[src/rtl/any1_issue_ctrl.sv]
// -----------------------------------------------------------------------------
// any1_issue_ctrl
//
// Single-entry issue stage. It holds one decoded instruction, waits until none
// of its operands or its target is still being written, reads its operands from
// the register file (using a second cycle for Rc if needed), and then offers it
// to the execute stage. A 64-entry scoreboard ("busy" vector) tracks which
// registers have results in flight.
//
// State sequence: EMPTY -> HAZ -> (RDC) -> OUT -> EMPTY/HAZ
//
// Ports
//   clk_i, rst_i                      clock, synchronous active-high reset
//   dec_valid_i / dec_ready_o         decode handshake
//   dec_ra_i..dec_rt_i                register specifiers (6 bits each)
//   dec_rfwr_i, dec_needrc_i          writes Rt / needs third operand Rc
//   dec_ui_i, dec_ip_i                unimplemented flag / instruction address
//   rf_ra_o, rf_rb_o                  register-file read addresses
//   iss_valid_o / iss_ready_i         execute handshake
//   iss_ip_o, iss_rt_o                address and target of held instruction
//   wb_valid_i, wb_rt_i               writeback, clears the target's busy bit
//   flush_i                           drop the held instruction
//   uiexc_o, uiexc_ip_o               one-cycle unimplemented-instruction pulse
//   stall_cnt_o                       saturating count of hazard-stall cycles
// -----------------------------------------------------------------------------
module any1_issue_ctrl (
  input  logic        clk_i,
  input  logic        rst_i,
  input  logic        dec_valid_i,
  output logic        dec_ready_o,
  input  logic [5:0]  dec_ra_i,
  input  logic [5:0]  dec_rb_i,
  input  logic [5:0]  dec_rc_i,
  input  logic [5:0]  dec_rt_i,
  input  logic        dec_rfwr_i,
  input  logic        dec_needrc_i,
  input  logic        dec_ui_i,
  input  logic [31:0] dec_ip_i,
  output logic [5:0]  rf_ra_o,
  output logic [5:0]  rf_rb_o,
  output logic        iss_valid_o,
  input  logic        iss_ready_i,
  output logic [31:0] iss_ip_o,
  output logic [5:0]  iss_rt_o,
  input  logic        wb_valid_i,
  input  logic [5:0]  wb_rt_i,
  input  logic        flush_i,
  output logic        uiexc_o,
  output logic [31:0] uiexc_ip_o,
  output logic [15:0] stall_cnt_o
);

  typedef enum logic [1:0] {
    S_EMPTY = 2'd0,
    S_HAZ   = 2'd1,
    S_RDC   = 2'd2,
    S_OUT   = 2'd3
  } state_e;

  state_e      state_q;

  // Hold register
  logic [5:0]  ra_q, rb_q, rc_q, rt_q;
  logic        rfwr_q, needrc_q, ui_q;
  logic [31:0] ip_q;

  logic [63:0] busy_q, busy_d;
  logic [15:0] stall_cnt_q;

  logic        hazard;
  logic        accept;
  logic        issue;

  // Hazard looks only at the registered scoreboard, so a writeback is seen
  // one cycle after it happens.
  assign hazard = busy_q[ra_q] | busy_q[rb_q] | (needrc_q & busy_q[rc_q]) |
                  (rfwr_q & busy_q[rt_q]);

  assign iss_valid_o = (state_q == S_OUT);
  assign issue       = iss_valid_o & iss_ready_i;
  assign dec_ready_o = ~flush_i & ((state_q == S_EMPTY) | issue);
  assign accept      = dec_valid_i & dec_ready_o;

  assign uiexc_o     = (state_q == S_HAZ) & ui_q & ~flush_i;
  assign uiexc_ip_o  = ip_q;
  assign iss_ip_o    = ip_q;
  assign iss_rt_o    = rt_q;
  assign stall_cnt_o = stall_cnt_q;

  // Scoreboard next state: clear on writeback, then set on issue so that a
  // simultaneous set and clear of the same register leaves it busy. R0 is
  // hard-wired to never be busy.
  always_comb begin
    // NOTE: assign every always_comb output a default first; a path that
    // leaves it unassigned would infer a latch.
    busy_d = busy_q;
    if (wb_valid_i) busy_d[wb_rt_i] = 1'b0;
    if (issue && rfwr_q) busy_d[rt_q] = 1'b1;
    busy_d[0] = 1'b0;
  end

  // Register-file read ports: Ra/Rb during HAZ, Rc/Rb during RDC.
  always_comb begin
    rf_ra_o = 6'd0;
    rf_rb_o = 6'd0;
    case (state_q)
      S_HAZ: begin
        rf_ra_o = ra_q;
        rf_rb_o = rb_q;
      end
      S_RDC: begin
        rf_ra_o = rc_q;
        rf_rb_o = rb_q;
      end
      default: ;
    endcase
  end

  // NOTE: sequential state uses non-blocking assignments only, so every
  // register samples pre-edge values regardless of statement order.
  always_ff @(posedge clk_i) begin
    if (rst_i) begin
      // NOTE: the scoreboard is control state, not storage, so it is reset
      // along with everything else; no busy bit may survive a reset.
      state_q     <= S_EMPTY;
      ra_q        <= 6'd0;
      rb_q        <= 6'd0;
      rc_q        <= 6'd0;
      rt_q        <= 6'd0;
      rfwr_q      <= 1'b0;
      needrc_q    <= 1'b0;
      ui_q        <= 1'b0;
      ip_q        <= 32'd0;
      busy_q      <= 64'd0;
      stall_cnt_q <= 16'd0;
    end else begin
      busy_q <= busy_d;

      if (accept) begin
        ra_q     <= dec_ra_i;
        rb_q     <= dec_rb_i;
        rc_q     <= dec_rc_i;
        rt_q     <= dec_rt_i;
        rfwr_q   <= dec_rfwr_i;
        needrc_q <= dec_needrc_i;
        ui_q     <= dec_ui_i;
        ip_q     <= dec_ip_i;
      end

      if (flush_i) begin
        state_q <= S_EMPTY;
      end else begin
        case (state_q)
          S_EMPTY: if (accept) state_q <= S_HAZ;
          S_HAZ: begin
            // Unimplemented instructions are discarded before any hazard check.
            if (ui_q) begin
              state_q <= S_EMPTY;
            end else if (hazard) begin
              if (stall_cnt_q != 16'hFFFF) stall_cnt_q <= stall_cnt_q + 16'd1;
            end else begin
              state_q <= needrc_q ? S_RDC : S_OUT;
            end
          end
          S_RDC: state_q <= S_OUT;
          S_OUT: if (issue) state_q <= accept ? S_HAZ : S_EMPTY;
          default: state_q <= S_EMPTY;
        endcase
      end
    end
  end

endmodule

[config.mk]
export PLATFORM = sky130hd
export DESIGN_NAME = any1_issue_ctrl
export DESIGN_NICKNAME = d
export VERILOG_FILES = /design/src/rtl/any1_issue_ctrl.sv
export SDC_FILE = /design/constraint.sdc
export NUM_CORES = 1
export LEC_CHECK = 0
export CELL_PAD_IN_SITES_DETAIL_PLACEMENT = 2
export CELL_PAD_IN_SITES_GLOBAL_PLACEMENT = 2
export CORE_ASPECT_RATIO = 0.9
export CORE_MARGIN = 8
export CORE_UTILIZATION = 30
export CTS_BUF_LIST = sky130_fd_sc_hd__clkbuf_4 sky130_fd_sc_hd__clkbuf_8 sky130_fd_sc_hd__clkbuf_16
export DETAILED_ROUTE_END_ITERATION = 6
export GPL_TIMING_DRIVEN = 0
export PLACE_DENSITY = 0.8
export SETUP_SLACK_MARGIN = 0.02
export SYNTH_ARGS = -nofsm -noshare
export SYNTH_HDL_FRONTEND = slang
export SYNTH_SLANG_ARGS = --single-unit
[constraint.sdc]
create_clock -name clk_i -period 3.74 [get_ports clk_i]
set_input_delay 0.748 -clock clk_i [delete_from_list [all_inputs] [get_ports clk_i]]
set_output_delay 0.748 -clock clk_i [all_outputs]
set_load 0.02 [all_outputs]
==> results_slide.txt, run 1 <==
Synthesis and Place & Route Summary

Synth
  – Cell area after synthesis: 8408 um^2
  – Count leader, synth: nand2_1
  – Ys cells: 1024
  – Post-synth cell types: 63
  – Syn nets: approximately 1100

Power
  – Combinational Power Share: 0.146
  – Switching part of the total: 0.3075
  – P_seq: 1.55 mW
  – Net Sw Power: about 1.2 mW

Timing
  – Slew Viols, Final: 0
  – # setup viols final: 0
  – Slew margin rel.: 0.05777
  – Final Hold Vio Count: 0
  – Peak Freq: 284.3 MHz
  – Fin crit share: 0.9406
  – Worst-Margin Slew: 1403 ps

Floorplanning
  – Die area: roughly 34000 um^2
  – Fp_density: 0.3025

Hold path
  – Hold-critical path depth: 2

Run status
  – Status: completed

Global routing
  – Vias in the first global route: ~9500
  – Gr ovfl total: 0

Final layout
  – Flop area: 2803 um^2
  – Share of cells above drive strength 1: 0.1242
  – Fin cells: 1585
  – Util after Layout: 0.4008
  – Final net count: 1287

Setup path
  – Delay-heaviest family, CP: simple AND/OR/NAND/NOR gates
  – Largest fanout on the critical path: 10
  – Kind of end point of the critical path: flop
  – Worst EP required: 4070 ps
  – Max incr delay on CP: 560 ps
  – CP arrival: 3850 ps
  – Buffers & Inverters on Critical Path: 2
  – Crit path launch type: flop
  – Slowest CP cell: mux4_2

Drt
  – First-pass DRT Iterations: 4
  – Residual DRC: 0
  – Initial DRC Count: 610

Clocking
  – CTS resizes: 0
  – Cts hold-fix bufs: 0
  – CTS buffer count: 17
  – Root Buffer: clkbuf_16
  – CTS H-tree depth: 4

Place
  – Pre-CTS WS: 114.2 ps
  – Placer congestion estimate: 0.8998
==> run 1: per-layer routing <==
metal / global-route usage / up-vias / wire length (um) / share of wire
met4: 0.06107 / 0 / 692 / 0.018
met3: 0.04125 / 48 / 2174 / 0.056
met5: 0 / - / 0 / 0
met1: 0.2987 / 4506 / 17140 / 0.44
li1: - / 3997 / - / -
met2: 0.3806 / 262 / 18580 / 0.48
==> run 1: area by class of cell <==
type,count,share of cell area
well taps,360,0.04043
repair buffers,168,0.1509
clock buffers,17,0.03819
diodes,1,0.0002246
plain buffers,110,0.05211
inverters,9,0.003032
clock inverters,15,0.01370
multi-input cells,765,0.4498
flip-flops and latches,140,0.2516
==> run 1: flip-flops by register name (all words and copies together), names as in the netlist, 6 cells and up, named ones only <==
signal and count:
busy_q 63, iss_ip_o 32, iss_rt_o 6, ra_q 6, rb_q 6, rc_q 6
stall_cnt_o 16
==> run 1: worst paths after layout <==
path	slack (ps)	to	start
setup / recovery	220	stall_cnt_o[15]	rb_q[2]
hold / removal	480	iss_ip_o[11]	iss_ip_o[11]
setup reg to reg	220	stall_cnt_o[15]	rb_q[2]
hold reg to reg	480	iss_ip_o[11]	iss_ip_o[11]
==> run 1: worst register-to-register path: stages (launching register included) <==
cell and delay, ps:
dfxtp_1 310, buf_2 320, mux4_2 560, mux2i_1 310, nor3_1 80, or4_1 490, or4_4 470, nor3_2 220
buf_4 230, nor4_1 90, mux2_1 330
==> run 1: cells by family after synthesis <==
| kind of cell | Yosys count | share of synthesized area |
|---|---|---|
| buffers and inverters | 119 | 0.07307 |
| and+or+nand+nor | 392 | 0.2238 |
| AOI/OAI and AO/OA | 262 | 0.1780 |
| DFF | 140 | 0.3333 |
| adders and majority gates | 5 | 0.007440 |
| muxes | 106 | 0.1844 |
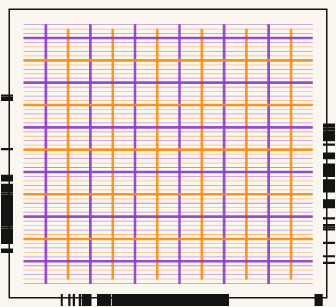
Figure 1: run 1, floorplan with the power grid.
Pins as bars on the die edge.
- purple: VSS
- orange: VDD
- met5 straps: 11
- signal pins: 172
- met1 rails: 59
- rows: 58
- met4 straps: 12
Peak VDD IR: 299.3 uV
die x size: 192.5 um
Die H: 174.8 um

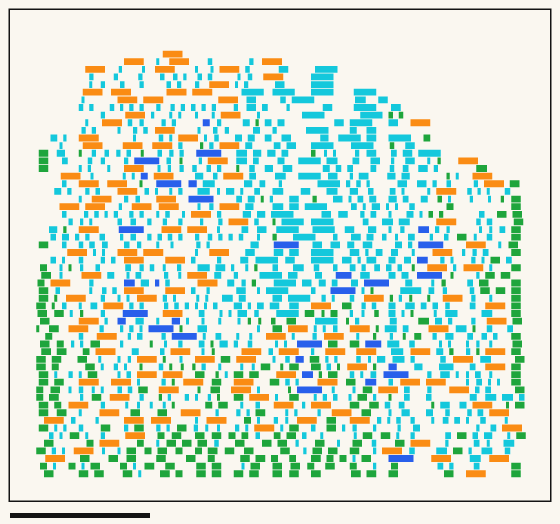
Figure 2: run 1, cell classes on the final placement.
Scale bar: 50 um.
- green: remaining buffers and delay cells (cells 278)
- orange: sequential cells (cells 140)
- cyan: remaining logic cells (cells 774)
- blue: clock drivers and dummy loads (cells 32)
post-route cell area: 11140 um^2
flop share of the area: 0.2516
core area: 27790 um^2

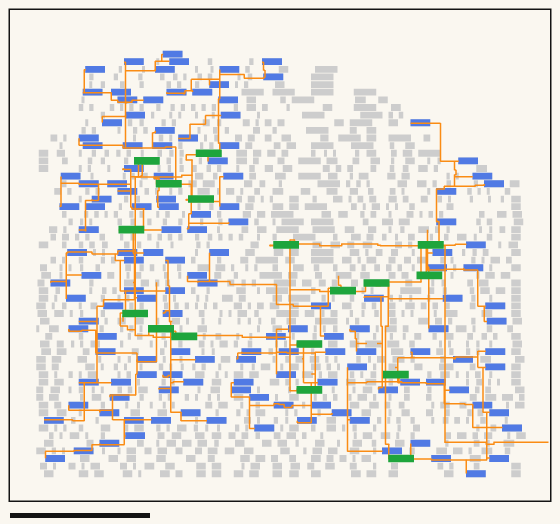
Figure 3: run 1, clock network drawn from the DEF.
Scale bar: 50 um.
- blue: flip-flops (count 140)
- orange: clock wires (length 2350 um)
- green: clock-net drivers (count 17)
- routed clock nets: 18
- flops lie: widely spread
Clk power: 1.72 mW
Worst Skew: 11.49 ps
Clk pwr share: 0.448

==> run 2: changes to the inputs <==
- ABC_CLOCK_PERIOD_IN_PS: unset -> 3740
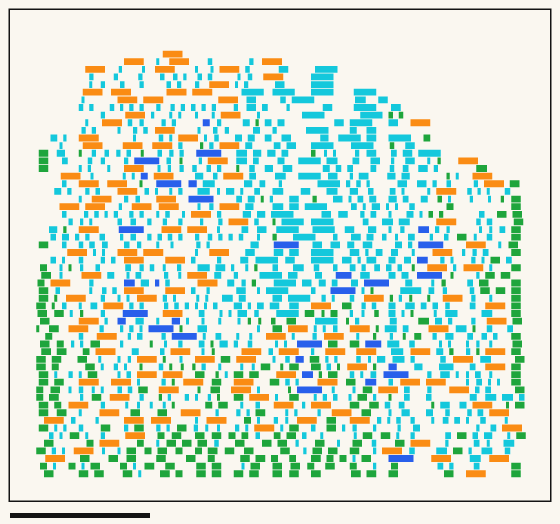
Figure 4: run 2, cell classes on the final placement.
Scale bar: 50 um.
- orange: sequential cells (cells 140)
- blue: clock drivers and dummy loads (cells 32)
- cyan: remaining logic cells (cells 774)
- green: remaining buffers and delay cells (cells 278)
# rows: 58
Util after Layout: 0.4008

==> run 2 against run 1 <==
  * First-iteration DRC count did not move
  * Critical path depth stayed put
  * Worst hold slack stayed put
  * Wire length is the same
  * Count of clock-buffer cells in the layout unchanged
  * Critical path type unchanged
==> results_slide.txt, run 2 <==
Synthesis and Place & Route Summary

Final layout
  – Max reg flops: 63
  – Fillers: ~3200
  – Share of cells above drive strength 1: 0.1242
  – Area grow syn2layout: 32.50%
  – Flop area: 2803 um^2
  – Final net count: 1287
  – Most common logic cells in the final layout: 212 x nand2_1, 168 x clkdlybuf4s50_1, 140 x dfxtp_1
  – Top cell excl fill/tap: nand2_1
  – Top reg by flops: busy_q
  – Post-route cell area: 11140 um^2

Synth
  – Mux share: 0.1844
  – Post-synth cell types: 63
  – Chip Area, Yosys: ~8400 um^2
  – Count leader, synth: nand2_1
  – Simple share: 0.2238
  – XOR/XNOR Area Share: 0
  – Ys cells: 1024
  – Main flop type: dfxtp_1
  – Yosys warns: 0
  – Top cells by area, synth: dfxtp_1 33%, mux4_2 9.9%, nand2_1 9.5%, a21oi_1 8.2%, mux2i_1 6.1%
  – Seq/Total Area, Yosys: 0.3333
  – Fraction of registers with async set/reset: 0
  – Yosys aoi share: 0.1780
  – Cell area after synthesis: 8408 um^2
  – Post-synthesis cell count: 1024
  – Fa+ha+maj area frac: 0.007440
  – Syn nets: 1100
  – Dominant kind of combinational cell: simple AND/OR/NAND/NOR gates

Timing
  – Fin crit share: 0.9406
  – Worst Skew: 11.49 ps
  – RSZ-0062 raised after global routing: no
  – # setup viols final: 0
  – Peak Freq: ~280 MHz
  – Slew Viols, Final: 0
  – Worst-Margin Slew: 1403 ps
  – Slew margin rel.: 0.05777
  – Fin Setup TNS: 0 ps
  – Final Hold Vio Count: 0

Power
  – Pwr Density: about 340 nW/um^2
  – Total chip power: 3.831 mW
  – Peak VDD IR: 299.3 uV

Place
  – Dpl cell area: 10550 um^2
  – Placer congestion estimate: ~0.9
  – HPWL after DPL: slightly below 30000 um

Setup path
  – Slowest CP cell: mux4_2
  – Kind of end point of the critical path: flop
  – Largest fanout on the critical path: 10
  – CP arrival: 3850 ps
  – Critical-path cell list: buf_2 > mux4_2 > mux2i_1 > nor3_1 > or4_1 > or4_4 > nor3_2 > buf_4 > nor4_1 > mux2_1
  – Crit path launch type: flop
  – Max incr delay on CP: 560 ps
  – Worst EP required: approximately 4000 ps

Drt
  – Initial DRC Count: 610
  – Drt total wl: 38580 um
  – Residual DRC: 0
  – First-pass DRT Iterations: 4
  – DR WL/cell: ~24 um
  – Vias after detailed routing: 8813

Clocking
  – CTS resizes: 0
  – Root Buffer: clkbuf_16
  – CTS H-tree depth: 4
  – CTS buffer count: 17
  – Worst skew pair latency: 440 ps
  – Clk sinks: 140
  – Cts hold-fix bufs: 0

Floorplanning
  – I/O pin cnt: 172
  – Fp_density: 0.3025
  – Die x size: 192.5 um
  – Die area: 33650 um^2
  – Die H: 174.8 um
  – Core area: 27790 um^2

Global routing
  – Gr ovfl total: 0
  – Vias in the first global route: 9472
  – Initial antenna violation count: 0
  – Largest net degree at the start of global routing: 17

Flow run
  – Max-cap violations: 0

Hold path
  – Hold Path Class: reg2reg

Run status
  – Status: completed
run 2: cell counts after synthesis:
No cell type changed its count.
run 2: area by class of cell:
cell class,count,share of cell area
antenna,1,0.0002246
buffer,110,0.05211
clock buffer,17,0.03819
clock inverter,15,0.01370
inverter,9,0.003032
multi-input combinational,765,0.4498
sequential,140,0.2516
tap,360,0.04043
timing repair buffer,168,0.1509
run 2: stage by stage:
step	instances	hold slack, ps	setup WS (ps)
floorplan	1024	457.8	757.1
global placement	1552	457.0	130.6
detailed placement	1552	472.7	114.2
CTS	1584	483.8	97.96
global route	1584	511.8	67.44
finish	1585	478.3	222.2
run 2: path summary, 6_finish.rpt:
path                      from              end  slack (ps)  depth (start not counted)
setup / recovery       rb_q[2]  stall_cnt_o[15]         220                         10
hold / removal    iss_ip_o[11]     iss_ip_o[11]         480                          2
setup reg to reg       rb_q[2]  stall_cnt_o[15]         220                         10
hold reg to reg   iss_ip_o[11]     iss_ip_o[11]         480                          2
run 2: where the power goes:
part	leakage (nW)	internal (mW)	switching, mW
Combinational	2.16	0.242	0.317
Sequential	1.13	1.52	0.0328
Clock	0.280	0.890	0.828
Total	3.58	2.65	1.18
run 2: logic make-up (layout without fill, tap and decap cells):
group / after synthesis / in the layout
simple gates: 392 / 392
compound gates: 262 / 262
flops: 140 / 140
buf+inv: 119 / 319
mux: 106 / 106
fa+ha+maj: 5 / 5
other cells: 0 / 1
run 2: critical path, delay by kind of cell (launching register included):
family,cells,cell delay (ps)
buf+inv,2,550
simple gates,5,1350
flops,1,310
mux,3,1200
run 2: metal layers:
layer / routed length (um) / GRT usage
met5: 0 / 0
met4: 692 / 0.06107
met3: 2174 / 0.04125
met2: 18580 / 0.3806
met1: 17140 / 0.2987
==> run 3: changes to the inputs <==
- CAP_MARGIN: unset -> 0
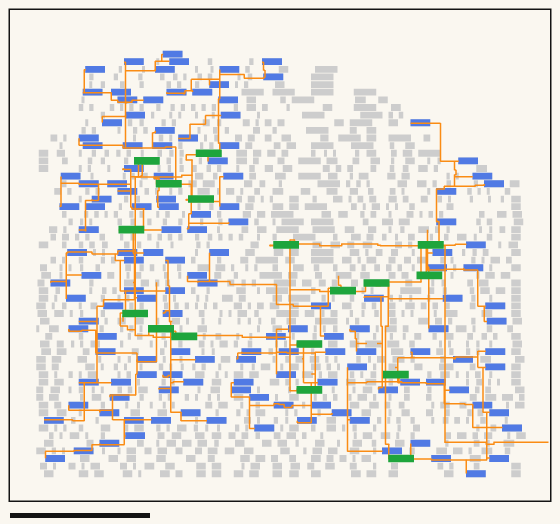
Figure 5: run 3, clock network drawn from the DEF.
Scale bar: 50 um.
- blue: flip-flops (count 140)
- green: clock-net drivers (count 17)
- orange: clock wires (length 2350 um)
- routed clock nets: 18
- flops lie: widely spread
worst skew pair latency: 440 ps

==> run 3 against run 2 <==
  * Non-clock buffer count unchanged
  * Synthesized cell count unchanged
  * Critical path depth stayed put
  * Synthesized area did not move
  * Sequential power about the same
  * Worst hold slack unchanged
  * Utilization is the same
  * Register-to-register slack about the same
  * Via count is the same
  * Setup slack stayed put
  * Largest power group unchanged
==> results_slide.txt, run 3 <==
Synthesis and Place & Route Summary

Power
  – Combinational Power Share: 0.146
  – Total combinational power: 0.559 mW
  – Sequential Power Share: 0.406
  – Switching part of the total: 0.3075
  – Top power group: the clock network
  – Clk pwr share: 0.448
  – Net Sw Power: 1.178 mW

Synth
  – Top cells by area, synth: dfxtp_1 33%, mux4_2 9.9%, nand2_1 9.5%, a21oi_1 8.2%, mux2i_1 6.1%
  – Post-synth cell types: approximately 63
  – Count leader, synth: nand2_1
  – Main flop type: dfxtp_1
  – Chip Area, Yosys: 8408 um^2
  – Ys cells: 1024

Setup path
  – RR Startpoint: rb_q[2]
  – Worst reg2reg path depth: 10
  – Largest fanout on the critical path: 10
  – Worst EP required: 4070 ps

Clocking
  – CTS resizes: 0
  – Root Buffer: clkbuf_16
  – Clk sinks: ~140
  – CTS buffer count: 17
  – Cts hold-fix bufs: 0

Timing
  – Peak Freq: around 280 MHz
  – Final Hold Vio Count: 0
  – Worst-Margin Slew: between 1000 and 1500 ps
  – Slew margin rel.: 0.05777

Floorplanning
  – Die H: 174.8 um

Final layout
  – Final net count: 1287
  – Most common logic cells in the final layout: 212 x nand2_1, 168 x clkdlybuf4s50_1, 140 x dfxtp_1
  – Max reg flops: between 60 and 70
  – Share of cells above drive strength 1: 0.1242
  – Top reg by flops: busy_q

Drt
  – Met2 routed WL: 18580 um
  – Drt total wl: 38580 um
  – Residual DRC: 0
  – Initial DRC Count: 610
  – Vias after detailed routing: 8813

Hold path
  – Hold EP: iss_ip_o[11]
  – Hold-critical path depth: 2

Place
  – Dpl cell area: 10550 um^2

Global routing
  – GRT met2 Usage: 0.3806
  – Largest net degree at the start of global routing: 17

Run status
  – Status: completed
run 3: cell counts after synthesis:
No cell type changed its count.
run 3: worst reg2reg max path: stages (launching register included):
cell and delay (ps):
dfxtp_1 310, buf_2 320, mux4_2 560, mux2i_1 310, nor3_1 80, or4_1 490, or4_4 470, nor3_2 220
buf_4 230, nor4_1 90, mux2_1 330
run 3: metrics by stage:
stage	worst slack, ps	util
floorplan	757.1	-
global placement	130.6	0.3792
detailed placement	114.2	0.3794
CTS	97.96	0.4002
global route	67.44	0.4007
finish	222.2	0.4008
run 3: worst max-delay path by stage:
stage	end	slack, ps	depth (start not counted)
after floorplan	stall_cnt_o[6]	760	11
after global placement	ra_q[2]	130	9
after detailed placement	stall_cnt_o[7]	110	9
after CTS	stall_cnt_o[7]	100	9
after global routing	stall_cnt_o[15]	70	11
final	stall_cnt_o[15]	220	10
run 3: layout make-up:
class | count | area (um^2) | area share
Antenna cell | 1 | 2.502 | 0.0002246
Multi-Input combinational cell | 765 | 5011 | 0.4498
Sequential cell | 140 | 2803 | 0.2516
Clock inverter | 15 | 152.6 | 0.01370
Timing Repair Buffer | 168 | 1682 | 0.1509
Tap cell | 360 | 450.4 | 0.04043
Buffer | 110 | 580.6 | 0.05211
Inverter | 9 | 33.78 | 0.003032
Clock buffer | 17 | 425.4 | 0.03819
run 3: cells by family (layout without fill, tap and decap cells):
| logic type | Yosys count | count (layout) | synth area share |
|---|---|---|---|
| AOI/OAI and AO/OA | 262 | 262 | 0.1780 |
| adders and majority gates | 5 | 5 | 0.007440 |
| buffers and inverters | 119 | 319 | 0.07307 |
| DFF | 140 | 140 | 0.3333 |
| muxes | 106 | 106 | 0.1844 |
| other | 0 | 1 | 0 |
| and+or+nand+nor | 392 | 392 | 0.2238 |
No activity file was given, so power comes from the tool's default toggle rates.
